## config.mk

```make
export PLATFORM = sky130hd
export DESIGN_NAME = p_transpose_stream_flat
export DESIGN_NICKNAME = d
export VERILOG_FILES = /design/src/rtl/p_transpose_stream_if.sv /design/src/rtl/p_transpose_stream.sv /design/src/flat_wrapper.sv
export SDC_FILE = /design/constraint.sdc
export NUM_CORES = 1
export LEC_CHECK = 0
export CAP_MARGIN = 20
export CORE_MARGIN = 2
export CORE_UTILIZATION = 45
export CTS_BUF_LIST = sky130_fd_sc_hd__clkbuf_16
export DETAILED_ROUTE_END_ITERATION = 16
export GPL_TIMING_DRIVEN = 0
export MAX_ROUTING_LAYER = met4
export PLACE_DENSITY = 0.73
export SLEW_MARGIN = 10
export SYNTH_ARGS = -nofsm -noshare
export SYNTH_HDL_FRONTEND = slang
export SYNTH_SLANG_ARGS = --single-unit
export TNS_END_PERCENT = 20
```

## constraint.sdc

```tcl
create_clock -name clk_i -period 9 [get_ports clk_i]
set_clock_uncertainty 0.15 [all_clocks]
set_input_delay 1.35 -clock clk_i [delete_from_list [all_inputs] [get_ports clk_i]]
set_output_delay 1.35 -clock clk_i [all_outputs]
set_load 0.005 [all_outputs]
```

## src/rtl/p_transpose_stream_if.sv

```systemverilog
// p_transpose_stream_if: row-in / column-out stream bundle.
// slave = transpose block side; master = producer/consumer side.
//   in_valid_i/in_ready_o/in_data_i     : N-element row beats in
//   out_valid_o/out_ready_i/out_data_o  : N-element column beats out
//   out_last_o                          : final column beat of a block
interface p_transpose_stream_if #(
  parameter int N  = 8,
  parameter int EW = 8
);
  localparam int BW = N * EW;

  logic          in_valid_i;
  logic          in_ready_o;
  logic [BW-1:0] in_data_i;
  logic          out_valid_o;
  logic          out_ready_i;
  logic [BW-1:0] out_data_o;
  logic          out_last_o;

  modport slave (
    input  in_valid_i,
    input  in_data_i,
    input  out_ready_i,
    output in_ready_o,
    output out_valid_o,
    output out_data_o,
    output out_last_o
  );

  modport master (
    output in_valid_i,
    output in_data_i,
    output out_ready_i,
    input  in_ready_o,
    input  out_valid_o,
    input  out_data_o,
    input  out_last_o
  );
endinterface

```

## src/rtl/p_transpose_stream.sv

```systemverilog
// p_transpose_stream: streaming N x N element transpose, ping-pong banks.
// Rows in (row 0 first), columns out; element 0 sits at the beat MSB.
//   clk_i, rst_i : clock, async active-high reset
//   bus (slave)  : row stream in, column stream out with out_last_o
// Macro P_TRANSPOSE_OREG_EN adds a 2-entry registered skid stage on the
// output so out_ready_i has no combinational path to any output.
module p_transpose_stream #(
  parameter int N  = 8,
  parameter int EW = 8
) (
  input  logic                clk_i,
  input  logic                rst_i,
  p_transpose_stream_if.slave bus
);
  localparam int BW = N * EW;
  localparam int CW = $clog2(N);
  localparam logic [CW-1:0] LAST = CW'(N - 1);

  logic [BW-1:0] mem_q [2][N];
  logic [BW-1:0] mem_d [2][N];

  logic [1:0]    full_q, full_d;
  logic          wr_bank_q, wr_bank_d;
  logic [CW-1:0] wr_row_q, wr_row_d;
  logic          rd_bank_q, rd_bank_d;
  logic [CW-1:0] rd_col_q, rd_col_d;

  logic          wr_fire;
  logic          rd_fire;
  logic          bank_valid;
  logic          bank_ready;
  logic          bank_last;
  logic [BW-1:0] col_data;

  // Writing needs !full and reading needs full, so one bank is never
  // both written and read in a cycle.
  assign bus.in_ready_o = !full_q[wr_bank_q];
  assign wr_fire    = bus.in_valid_i && !full_q[wr_bank_q];
  assign bank_valid = full_q[rd_bank_q];
  assign bank_last  = (rd_col_q == LAST);
  assign rd_fire    = bank_valid && bank_ready;

  // Column rd_col of the read bank: element r comes from row r.
  always_comb begin : gather
    col_data = '0;
    for (int r = 0; r < N; r++) begin
      col_data[(N-r)*EW-1 -: EW] =
        EW'(mem_q[rd_bank_q][r] >> ((N - 1 - int'(rd_col_q)) * EW));
    end
  end

  always_comb begin : mem_next
    mem_d = mem_q;
    if (wr_fire) begin
      mem_d[wr_bank_q][wr_row_q] = bus.in_data_i;
    end
  end

  always_ff @(posedge clk_i) begin
    mem_q <= mem_d;
  end

  always_comb begin : ctl_next
    full_d    = full_q;
    wr_bank_d = wr_bank_q;
    wr_row_d  = wr_row_q;
    rd_bank_d = rd_bank_q;
    rd_col_d  = rd_col_q;
    if (wr_fire) begin
      if (wr_row_q == LAST) begin
        full_d[wr_bank_q] = 1'b1;
        wr_row_d  = '0;
        wr_bank_d = !wr_bank_q;
      end else begin
        wr_row_d = wr_row_q + CW'(1);
      end
    end
    // Set and clear always target different banks here.
    if (rd_fire) begin
      if (bank_last) begin
        full_d[rd_bank_q] = 1'b0;
        rd_col_d  = '0;
        rd_bank_d = !rd_bank_q;
      end else begin
        rd_col_d = rd_col_q + CW'(1);
      end
    end
  end

  always_ff @(posedge clk_i or posedge rst_i) begin
    if (rst_i) begin
      full_q    <= '0;
      wr_bank_q <= 1'b0;
      wr_row_q  <= '0;
      rd_bank_q <= 1'b0;
      rd_col_q  <= '0;
    end else begin
      full_q    <= full_d;
      wr_bank_q <= wr_bank_d;
      wr_row_q  <= wr_row_d;
      rd_bank_q <= rd_bank_d;
      rd_col_q  <= rd_col_d;
    end
  end

`ifdef P_TRANSPOSE_OREG_EN
  // Two-entry skid: entry 0 is the head. Filling only depends on the
  // occupancy, so out_ready_i never reaches the bank side combinationally.
  logic [BW:0] skid_q [2];
  logic [BW:0] skid_d [2];
  logic [1:0]  cnt_q, cnt_d;
  logic        pop;

  assign bank_ready = (cnt_q != 2'd2);
  assign pop        = bus.out_ready_i && (cnt_q != 2'd0);

  always_comb begin : skid_next
    skid_d = skid_q;
    cnt_d  = cnt_q;
    if (pop) begin
      skid_d[0] = skid_q[1];
      cnt_d     = cnt_q - 2'd1;
    end
    // After a pop the fill level is 0 or 1, which is the write slot.
    if (rd_fire) begin
      skid_d[cnt_d[0]] = {bank_last, col_data};
      cnt_d = cnt_d + 2'd1;
    end
  end

  always_ff @(posedge clk_i or posedge rst_i) begin
    if (rst_i) begin
      cnt_q     <= '0;
      skid_q[0] <= '0;
      skid_q[1] <= '0;
    end else begin
      cnt_q     <= cnt_d;
      skid_q[0] <= skid_d[0];
      skid_q[1] <= skid_d[1];
    end
  end

  assign bus.out_valid_o = (cnt_q != 2'd0);
  assign bus.out_data_o  = skid_q[0][BW-1:0];
  assign bus.out_last_o  = (cnt_q != 2'd0) && skid_q[0][BW];
`else
  assign bank_ready      = bus.out_ready_i;
  assign bus.out_valid_o = bank_valid;
  assign bus.out_data_o  = col_data;
  assign bus.out_last_o  = bank_valid && bank_last;
`endif
endmodule

```

## src/flat_wrapper.sv

```systemverilog
// flat-port wrapper written by rule: the top's interface ports become plain ports
module p_transpose_stream_flat 
#(
  parameter int N  = 8,
  parameter int EW = 8
)
  (clk_i, rst_i, bus_in_valid_i, bus_in_data_i, bus_out_ready_i, bus_in_ready_o, bus_out_valid_o, bus_out_data_o, bus_out_last_o);
  p_transpose_stream_if #(.N(N), .EW(EW)) bus_i ();
  input  logic clk_i;
  input  logic rst_i;
  input wire logic [$bits(bus_i.in_valid_i)-1:0] bus_in_valid_i;
  input wire logic [$bits(bus_i.in_data_i)-1:0] bus_in_data_i;
  input wire logic [$bits(bus_i.out_ready_i)-1:0] bus_out_ready_i;
  output wire logic [$bits(bus_i.in_ready_o)-1:0] bus_in_ready_o;
  output wire logic [$bits(bus_i.out_valid_o)-1:0] bus_out_valid_o;
  output wire logic [$bits(bus_i.out_data_o)-1:0] bus_out_data_o;
  output wire logic [$bits(bus_i.out_last_o)-1:0] bus_out_last_o;
  assign bus_i.in_valid_i = bus_in_valid_i;
  assign bus_i.in_data_i = bus_in_data_i;
  assign bus_i.out_ready_i = bus_out_ready_i;
  assign bus_in_ready_o = bus_i.in_ready_o;
  assign bus_out_valid_o = bus_i.out_valid_o;
  assign bus_out_data_o = bus_i.out_data_o;
  assign bus_out_last_o = bus_i.out_last_o;
  p_transpose_stream #(.N(N), .EW(EW)) u_core (.clk_i(clk_i), .rst_i(rst_i), .bus(bus_i));
endmodule
```

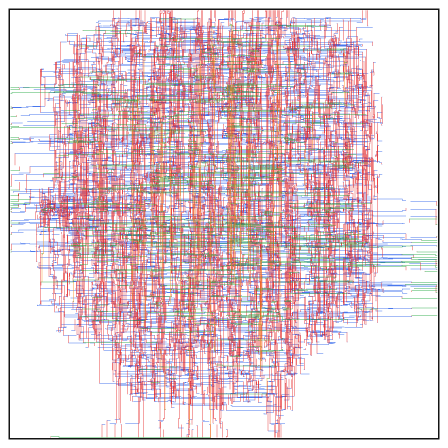
(wiring by layer)
color	layer	wire length
orange	met4	3930 µm
red	met2	51.5 mm
green	met3	11000 µm
blue	met1	39.4 mm
GR Util All Layers: 0.239
Routed WL: 106000 µm

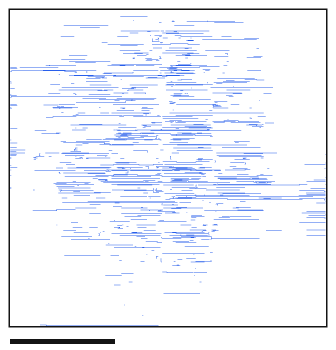
(the metal 3 layer)
The bar under the picture is 100 µm long.
nets with wire on the layer	463
longest straight run	121 µm
main direction	horizontal
wire length on this layer	11000 µm
via count: 20878
M3 GR Usage: 0.0394

==> results.json <==
{
  "clk_pin_slew_ns": 0.06,
  "timing.slew.headroom": 0.284,
  "swShare": 0.329,
  "die_x_um": 301,
  "arrival_ns": 4.13,
  "tns_ns": 0,
  "yosys.area_share.aoi": 0.0408,
  "clkSinkCount": 1034,
  "cp_common_cell": "buf_2",
  "crit_family": "buffers and inverters",
  "cts-root-buf": "clkbuf_16",
  "diodes": 3,
  "n_clock_buffer": 98,
  "fin_hold_ws_ns": 0.422,
  "warnings": 29,
  "yosysMostFrequentCell": "edfxtp_1",
  "grt_max_degree": 31,
  "buf_share": 0.0602,
  "synthTopCellsByArea": "edfxtp_1, mux4_2, mux2_2, mux2i_1, a221o_1",
  "pwr_density_cell_nw_per_um2": 319,
  "edf_count": 1024,
  "io_pins": 135,
  "area_dominant_class": "registers",
  "yosys_cells": 1912,
  "common_cells": "edfxtp_1, nor2_1, mux2_2",
  "xor_share": 0.000221,
  "port_buffers": 134,
  "core_area_um2": 87200,
  "dp_hpwl_um": 73200,
  "utilization": 0.534,
  "max_stage_delay_ns": 0.62,
  "grt_overflow_total": 0,
  "critPathRequiredTime_ns": 7.50,
  "tap_cells": 1155,
  "ys_warn_count": 0,
  "combGateArea_um2": 8160,
  "p_sw_mw": 4.88,
  "grt_first_pass_wirelength_um": 148000,
  "status": "finished clean",
  "cts-hold-fix-buffers": 0,
  "fmax_ghz": 0.178,
  "postSynthCellCount": 1912,
  "n_all_buffers": 301,
  "detailed_place.area_um2": 43400,
  "ys_area_um2": 39700
}
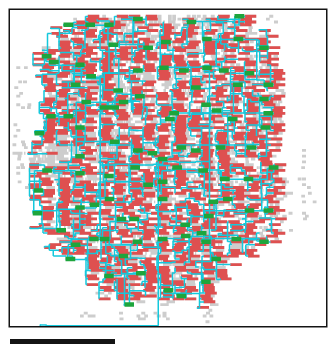
(clock wires, drivers and flops)
The bar under the picture is 100 µm long.
[green] cells driving clock nets | count: 98
[red] flip-flops | count: 1034
[cyan] clock wires | length: 10400 µm
routed clock nets	99
Clock Power Share: 0.271
Clock net power: 4.02 mW
Insertion Delay late pin: 0.64 ns

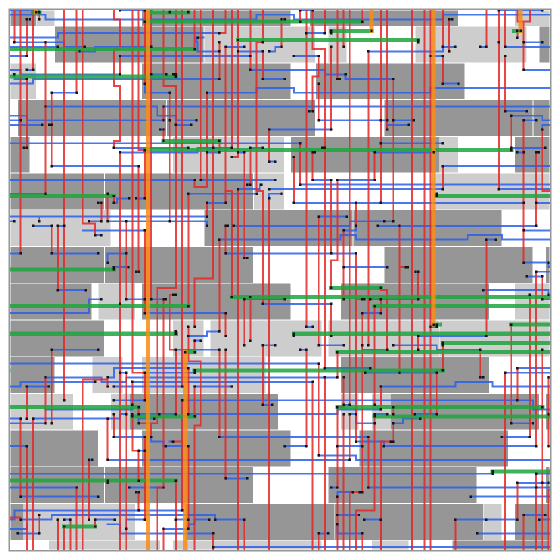
(zoomed window)
Region (131, 70) to (171, 110) µm. Cells in gray, sequential cells in the stronger gray; small squares are vias.
color	layer
orange	met4
red	met2
green	met3
blue	met1
most frequent	edfxtp_1 (29), mux4_2 (8)
sequential cells in the window	29
cells with their middle in the window	50
netlist names of flops here include	u_core.mem_q (29)

==> per-stage QoR <==
step	total power [mW]	cells	setup slack (ns)
floorplan	8.43	1912	2.33
global placement	10.7	3201	-1.49
detailed placement	10.8	3253	4.14
CTS	14.8	3432	3.41
global route	15.2	3435	3.32
finish	14.8	3435	3.37
==> registers in the layout, summed over array words and instances (netlist names) <==
signal            cells
u_core.mem_q       1024
u_core.wr_bank_q      1
u_core.wr_row_q       3
u_core.rd_bank_q      1
u_core.full_q         2
u_core.rd_col_q       3
==> metal layers <==
| metal | routed length (µm) | GRT usage | share of wire | up-vias |
|---|---|---|---|---|
| met5 | 0 | - | 0 | - |
| met4 | 3930 | 0.0852 | 0.037 | 0 |
| met3 | 11000 | 0.0394 | 0.10 | 148 |
| met2 | 51500 | 0.381 | 0.49 | 1368 |
| met1 | 39400 | 0.313 | 0.37 | 10815 |
| li1 | - | - | - | 8547 |
==> worst paths after layout <==
path	start	endpoint	slack, ns	cells past startpoint
setup / recovery	u_core.rd_col_q[1]	bus_out_data_o[28]	3.37	7
hold / removal	u_core.full_q[0]	u_core.full_q[0]	0.42	2
setup reg to reg	u_core.wr_bank_q	u_core.mem_q[467]	6.05	6
hold reg to reg	u_core.full_q[0]	u_core.full_q[0]	0.42	2
max in group asynchronous	rst_i	u_core.wr_row_q[0]	7.52	2
min in group asynchronous	rst_i	u_core.rd_col_q[2]	0.86	2
==> cell usage in the layout, fill, tap and decap left out, types with 21 or more instances in the layout <==
master	Yosys	final
o221ai_1	64	64
buf_6	19	22
o22ai_1	64	64
buf_4	13	36
mux2_2	135	135
nor2_1	143	131
mux4_2	128	128
clkinv_2	0	21
a221o_1	64	64
clkdlybuf4s50_1	0	134
buf_2	24	24
edfxtp_1	1024	1024
mux2i_1	129	129
clkbuf_16	0	98
clkbuf_1	54	54
Power is estimated from default activity; no workload was simulated.
